## src/rtl/serial_adder_pkg.sv

```systemverilog
// Shared definitions for the bit-serial adder: FSM encoding, default width
// and the counter sizing helper.
package serial_adder_pkg;

  localparam int DEFAULT_WIDTH = 8;
  localparam int MAX_WIDTH     = 32;

  typedef enum logic [1:0] {
    IDLE = 2'd0,
    RUN  = 2'd1,
    DONE = 2'd2
  } state_t;

  // Bit counter must hold WIDTH-1; a 1-bit counter is kept for WIDTH=1.
  function automatic int cnt_bits(input int width);
    return (width > 1) ? $clog2(width) : 1;
  endfunction

endpackage

```

## src/rtl/serial_adder_fa_cell.sv

```systemverilog
// Single-bit full adder used as the datapath of the serial adder.
// Purely combinational, zero latency, no flow control.
module fa_cell (
  input  logic x,
  input  logic y,
  input  logic z,
  output logic s,
  output logic cout
);

  assign s    = x ^ y ^ z;
  assign cout = (x & y) | (z & (x ^ y));

endmodule

```

## src/rtl/serial_adder.sv

```systemverilog
// Bit-serial adder, LSB first, one bit per cycle; optional ovf via SERIAL_ADDER_OVF_EN.
// Latency: WIDTH+1 cycles from the start-sampling edge to the done pulse.
// No backpressure: start is only honoured in IDLE/DONE and ignored while busy.
module serial_adder
  import serial_adder_pkg::*;
#(
  parameter int WIDTH = DEFAULT_WIDTH
) (
  input  logic             clk,
  input  logic             rst,
  input  logic             start,
  input  logic [WIDTH-1:0] a,
  input  logic [WIDTH-1:0] b,
  input  logic             cin,
  output logic             busy,
  output logic             done,
  output logic [WIDTH-1:0] sum,
  output logic             cout
`ifdef SERIAL_ADDER_OVF_EN
  ,
  output logic             ovf
`endif
);

  localparam int CW = cnt_bits(WIDTH);

  state_t           state;
  state_t           state_nxt;

  logic [WIDTH-1:0] a_sh;
  logic [WIDTH-1:0] b_sh;
  logic [WIDTH-1:0] acc;
  logic [WIDTH-1:0] acc_nxt;
  logic             carry;
  logic [CW-1:0]    cnt;

  logic             load;
  logic             step;
  logic             last;
  logic             fa_s;
  logic             fa_c;

  fa_cell u_fa (
    .x    (a_sh[0]),
    .y    (b_sh[0]),
    .z    (carry),
    .s    (fa_s),
    .cout (fa_c)
  );

  // Result bits enter at the MSB so that after WIDTH steps bit 0 sits at LSB.
  always_comb begin
    acc_nxt            = acc >> 1;
    acc_nxt[WIDTH-1]   = fa_s;
  end

  assign last = (cnt == CW'(WIDTH - 1));

  always_comb begin
    state_nxt = state;
    load      = 1'b0;
    step      = 1'b0;
    busy      = 1'b0;
    done      = 1'b0;
    case (state)
      IDLE: begin
        if (start) begin
          load      = 1'b1;
          state_nxt = RUN;
        end
      end
      RUN: begin
        busy = 1'b1;
        step = 1'b1;
        if (last) begin
          state_nxt = DONE;
        end
      end
      DONE: begin
        done = 1'b1;
        if (start) begin
          load      = 1'b1;
          state_nxt = RUN;
        end else begin
          state_nxt = IDLE;
        end
      end
      default: begin
        state_nxt = IDLE;
      end
    endcase
  end

  always_ff @(posedge clk) begin
    if (rst) begin
      state <= IDLE;
    end else begin
      state <= state_nxt;
    end
  end

  always_ff @(posedge clk) begin
    if (rst) begin
      a_sh  <= '0;
      b_sh  <= '0;
      acc   <= '0;
      carry <= 1'b0;
      cnt   <= '0;
    end else if (load) begin
      a_sh  <= a;
      b_sh  <= b;
      acc   <= '0;
      carry <= cin;
      cnt   <= '0;
    end else if (step) begin
      a_sh  <= a_sh >> 1;
      b_sh  <= b_sh >> 1;
      acc   <= acc_nxt;
      carry <= fa_c;
      cnt   <= cnt + CW'(1);
    end
  end

  // Visible result only changes on the RUN->DONE step; carry holds the
  // carry into the MSB during that final step.
  always_ff @(posedge clk) begin
    if (rst) begin
      sum  <= '0;
      cout <= 1'b0;
`ifdef SERIAL_ADDER_OVF_EN
      ovf  <= 1'b0;
`endif
    end else if (step && last) begin
      sum  <= acc_nxt;
      cout <= fa_c;
`ifdef SERIAL_ADDER_OVF_EN
      ovf  <= carry ^ fa_c;
`endif
    end
  end

  a_busy_done_excl: assert property (@(posedge clk) !(busy && done));

  a_done_single: assert property (@(posedge clk) disable iff (rst) done |=> !done);

endmodule

```

## config.mk

```make
export PLATFORM = sky130hd
export DESIGN_NAME = serial_adder
export DESIGN_NICKNAME = d
export VERILOG_FILES = /design/src/rtl/serial_adder_pkg.sv /design/src/rtl/serial_adder_fa_cell.sv /design/src/rtl/serial_adder.sv
export SDC_FILE = /design/constraint.sdc
export NUM_CORES = 1
export LEC_CHECK = 0
export CORE_ASPECT_RATIO = 1.2
export CORE_UTILIZATION = 35
export CTS_CLUSTER_SIZE = 20
export DETAILED_ROUTE_END_ITERATION = 10
export HOLD_SLACK_MARGIN = 0.06
export SLEW_MARGIN = 20
export SYNTH_ARGS = -nofsm -noshare
export SYNTH_HDL_FRONTEND = slang
export SYNTH_SLANG_ARGS = --single-unit
export TNS_END_PERCENT = 10
```

## constraint.sdc

```tcl
create_clock -name clk -period 1.5 [get_ports clk]
set_input_delay 0.225 -clock clk [delete_from_list [all_inputs] [get_ports clk]]
set_output_delay 0.225 -clock clk [all_outputs]
set_load 0.005 [all_outputs]
```

==> metrics.cfg, run 1 <==
[grt]
grt-ovfl-total=0
antenna_found_initial=0
grt_pass1_wl_um=5660
grt_max_degree=29

[clocking]
clock_sinks=38

[min_path]
hold_depth=2

[drt]
viasPerCell=5.03
top_layer=met4
wl_met3_um=136

[worst_setup_path]
worst-path-max-fanout=10
cpPeakStageDelay_ps=330
start_kind=flop
worstReg2RegEnd=sum[7]
crit_chain=ha_1, ha_1, nand3b_1, nand2_1, a21oi_1

[run_status]
status=completed

[timing]
drv_slew=0
clock.fmax_mhz=737
clock_skew_ps=1.98
hold_violations=0

[final_layout]
design_area_sq_um=1980
drive_above_1_share_pct=10.6

[floorplan]
design.die.area_sq_um=4600
io_pins=31

[pwr]
power.density_nw_per_um2=1110
p_switching_uw=520

[synth]
synthTopCellsByArea=dfxtp_1 (50%), nand2_1 (9.4%), a21oi_1 (6.9%), nor3_1 (5.6%), nand3_1 (4.0%)
synth.cell_area_sq_um=1520
edf_count=0
postSynthAreaPerCell_sq_um=8.62
top_cells_by_count=dfxtp_1 (38), nand2_1 (38), a21oi_1 (21)

[placement]
portBuffers=30

[run 1: routing by layer]
layer	vias to the layer above	GRT usage, %
li1	672	-
met1	602	14.9
met2	32	31.7
met3	7	4.14
met4	0	6.20
met5	-	0
[run 1: cell families after synthesis]
logic type / share of synthesized area [%]
AOI/OAI and AO/OA: 15.0
xor gates and xnor gates: 0.577
adders and majority gates: 2.97
buffers and inverters: 7.01
DFF: 50.1
muxes: 0.660
and+or+nand+nor: 23.7
[run 1: flip-flops by register name, summed over array words and instances (netlist names)]
name,flops
cout,1
cnt,3
acc,7
state,2
carry,1
sum,8
b_sh,8
a_sh,8
[run 1: layout by cell type (no fill, tap or decap), types with 4 or more instances in the layout]
cell type and count:
nor2_1 8, nand3_1 12, buf_4 6, dfxtp_1 36
nor3_1 17, clkbuf_8 5, o22ai_1 8, a21oi_1 21
a311oi_1 4, nand2_1 38, clkdlybuf4s50_1 28
[run 1: worst max-delay path by stage]
stage / startpoint / end / slack [ps] / cells after the start
after global routing: cnt[0] / sum[3] / 20 / 5
after floorplan: cnt[0] / state[0] / 310 / 5
after detailed placement: start / b_sh[4] / 40 / 5
after CTS: state[0] / done / 5 / 2
after global placement: start / a_sh[0] / 80 / 5
final: cnt[0] / sum[7] / 140 / 5
[run 1: worst max-delay path: cells and delay by family, from the launching register on]
kind            cells  cell delay [ps]
compound gates      1              150
fa+ha+maj           2              400
flops               1              330
simple gates        2              410
[run 1: power by group through the flow]
stage / Combinational (mW) / Clock (mW) / Sequential [mW]
final: 0.267 / 0.841 / 1.09
after global routing: 0.294 / 0.908 / 1.09
after CTS: 0.268 / 0.859 / 1.09
after detailed placement: 0.266 / 0 / 1.11
after global placement: 0.259 / 0 / 1.11
after floorplan: 0.184 / 0 / 1.10
[run 1: final cells by class]
type / count / area [sq um]
sequential: 38 / 766
multi-input combinational: 123 / 661
timing repair buffer: 37 / 367
tap: 54 / 67.6
fill: 400 / 2060
clock inverter: 3 / 40.0
inverter: 1 / 8.76
clock buffer: 5 / 68.8
[run 1: stage by stage]
step	power [mW]	util (%)
3_5_place_dp	1.38	45.9
3_3_place_gp	1.37	45.9
4_1_cts	2.22	48.9
2_1_floorplan	1.28	-
6_report	2.20	49.0
5_1_grt	2.30	49.0
[run 1: what timing repair did]
| action | in CTS | in global routing |
|---|---|---|
| setup endpoints to repair | 2 | 1 |
| gates resized | 6 | 2 |
| pin swaps | 0 | 0 |
### Signal wires on met1, run 1

Scale bar: 20 um.
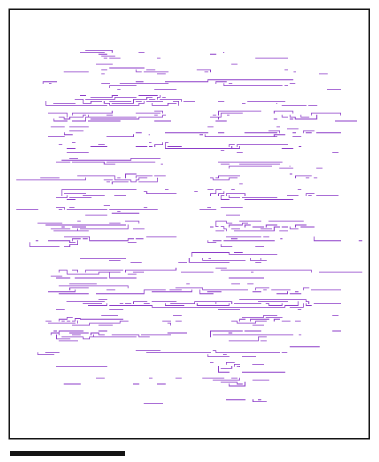
The layer carries 1420 um of wire. The wires run mostly horizontal.
GRT met1 Usage: 14.9%
vias: 1313
final wirelength: 3240 um

### M2 wires, run 1

Scale bar: 20 um. Cells faint in the background.
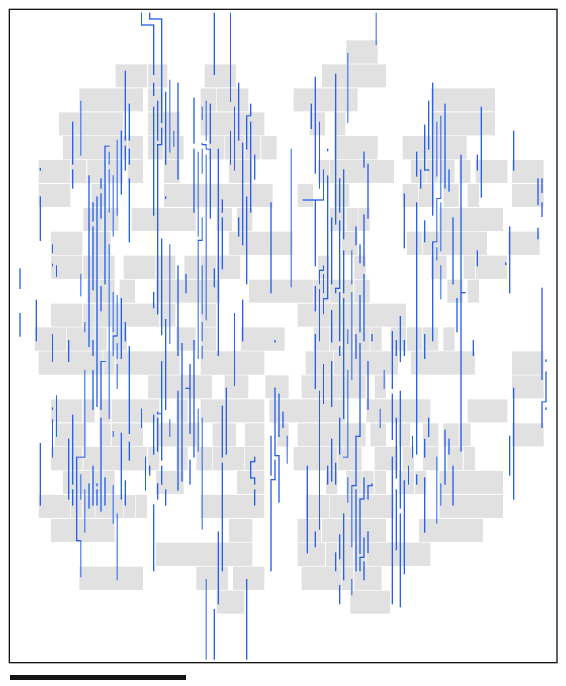
182 nets have wire on it. The layer holds 50% of the routed length.

### The metal 3 layer, run 1

Scale bar: 20 um. Cells faint in the background.
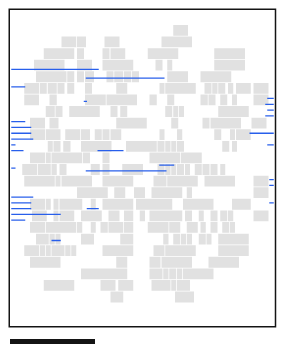
The layer carries 137 um of wire. The wires run mostly horizontal. The longest straight run is 20.2 um.

### Track usage over the die, run 1

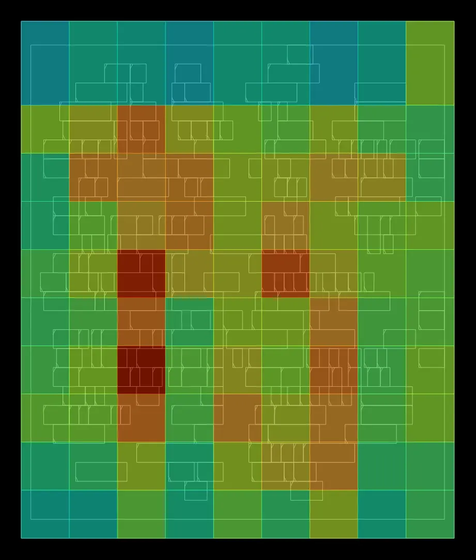
met3 Use GR: 4.14%
Tot GR Track Use: 15.6%
grt met2 use: 31.7%
most used routing layer: met2

### Cell area per tile, run 1

6 x 7 tiles, from white (low) to dark blue (high), 0 to 100% covered.
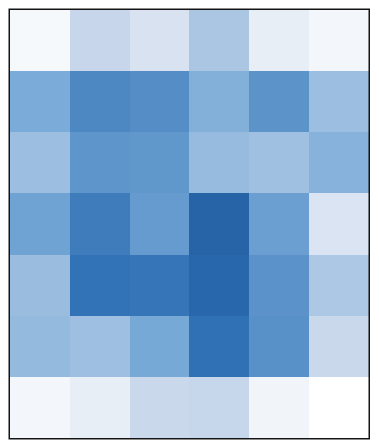

## Run 2: what changed since run 1
CTS_BUF_LIST = sky130_fd_sc_hd__clkbuf_4 sky130_fd_sc_hd__clkbuf_8   (was unset)
RECOVER_POWER = 50   (was unset)
TNS_END_PERCENT = 5   (was 10)
### Cell area per tile, run 2

6 x 7 tiles, from white (low) to dark blue (high), 0 to 100% covered.
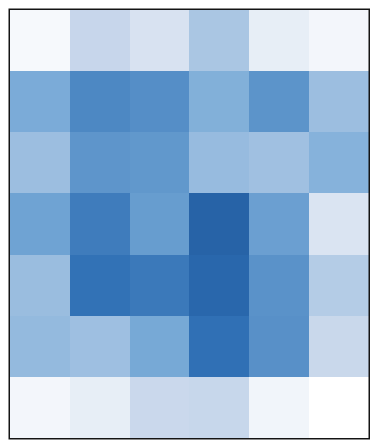
4.8% of the tiles are over 75% full. The mean over all tiles is 41%. The densest ninth of the die: middle. 2.4% of the tiles are nearly empty.
fp util: 37.6%
core area: 4040 sq um
post-route core utilization: 48.9%

### The metal 3 layer, run 2

Scale bar: 20 um. Cells faint in the background.
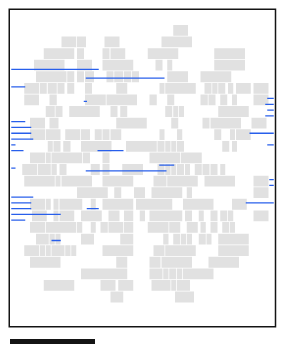
The layer holds 4.4% of the routed length. The longest straight run is 20.2 um. 26 nets have wire on it.

==> run 2 against run 1 <==
Against the previous run:
- total power about the same
- global-route usage unchanged
- cell area down 0.25%
- setup slack unchanged
- non-clock buffer count unchanged
- combinational power about the same
- fmax unchanged
- critical endpoint unchanged
==> metrics.cfg, run 2 <==
[worst_setup_path]
worstReg2RegEnd=sum[7]
start_kind=flop
cp.depth=5
cpPeakStageDelay_ps=330
worstSetupStartpoint=cnt[0]
cp_num_buf_inv=0
critPathCapture=sum[7]
crit_chain=ha_1, ha_1, nand3b_1, nand2_1, a21oi_1
worst-path-max-fanout=10
crit_family=simple AND/OR/NAND/NOR gates

[drt]
vias=1313
wl_um=3240
viasPerCell=5.03

[clocking]
clock_sinks=38
cts.htree.levels=2

[grt]
grt-ovfl-total=0
antenna_found_initial=0
grtUsageTotal_pct=15.6
grt_max_degree=29
grt_pass1_wl_um=5660

[synth]
postSynthAreaPerCell_sq_um=8.62
synthTopCellsByArea=dfxtp_1 (50%), nand2_1 (9.4%), a21oi_1 (6.9%), nor3_1 (5.6%), nand3_1 (4.0%)
edf_count=0
synth.cell_area_sq_um=1520

[final_layout]
filler_cell_count=402
design_area_sq_um=1970
final_cell_mix=nand2_1 (38), dfxtp_1 (36), clkdlybuf4s50_1 (27)

[timing]
hold_violations=0
clock_skew_ps=1.98
clock.fmax_mhz=737

[floorplan]
io_pins=31
design.die.area_sq_um=4600

[pwr]
power.density_nw_per_um2=1110

[run_status]
status=completed

[placement]
portBuffers=30

==> run 2: logic make-up (layout without fill, tap and decap cells) <==
| group | after synthesis | in the layout | synth area share [%] |
|---|---|---|---|
| mux | 1 | 1 | 0.660 |
| compound gates | 37 | 37 | 15.0 |
| simple gates | 81 | 81 | 23.7 |
| buf+inv | 15 | 46 | 7.01 |
| xor+xnor | 1 | 1 | 0.577 |
| flops | 38 | 38 | 50.1 |
| fa+ha+maj | 3 | 3 | 2.97 |
==> run 2: final cells by class <==
type	count	area (sq um)	area share [%]
Inverter	1	8.76	0.444
Clock inverter	3	40.0	2.03
Clock buffer	5	68.8	3.49
Multi-Input combinational cell	123	661	33.5
Tap cell	54	67.6	3.42
Sequential cell	38	766	38.8
Timing Repair Buffer	37	362	18.3
==> run 2: how the worst min path moves through the flow <==
stage,endpoint,from,cells past startpoint,slack [ps]
after global placement,sum[5],sum[5],2,440
after CTS,sum[6],sum[6],2,460
after global routing,sum[6],sum[6],2,480
after detailed placement,sum[6],sum[6],2,450
after floorplan,a_sh[7],a[7],2,360
final,sum[6],sum[6],2,450
==> run 2: routing by layer <==
layer / wire, um / vias up / track usage (%) / share of wire, %
li1: - / 672 / - / -
met1: 1420 / 602 / 14.9 / 44
met2: 1630 / 32 / 31.7 / 50
met3: 142 / 7 / 4.14 / 4.4
met4: 49 / 0 / 6.20 / 1.5
met5: 0 / - / 0 / 0
==> run 2: worst register-to-register path, stage by stage (launching register included) <==
cell and delay, ps:
dfxtp_1 330, ha_1 200, ha_1 200, nand3b_1 320, nand2_1 100, a21oi_1 150
==> run 2: what timing repair did <==
| action | CTS | global route |
|---|---|---|
| gates resized | 6 | 2 |
| endpoints found under the setup margin | 2 | 1 |
| endpoints found under the hold margin | 0 | 0 |
==> run 2: power by group <==
part           switching (mW)  leakage, nW  internal [mW]
clock network           0.352       0.0579          0.489
registers              0.0311        0.311           1.06
logic                   0.137        0.320          0.128
==> run 2: through the flow <==
| step | power, mW | std cells |
|---|---|---|
| 2_1_floorplan | 1.28 | 176 |
| 3_3_place_gp | 1.37 | 253 |
| 3_5_place_dp | 1.38 | 253 |
| 4_1_cts | 2.22 | 261 |
| 5_1_grt | 2.29 | 261 |
| 6_report | 2.19 | 261 |
Power figures rest on the tool's default switching activity, not on a simulated workload.
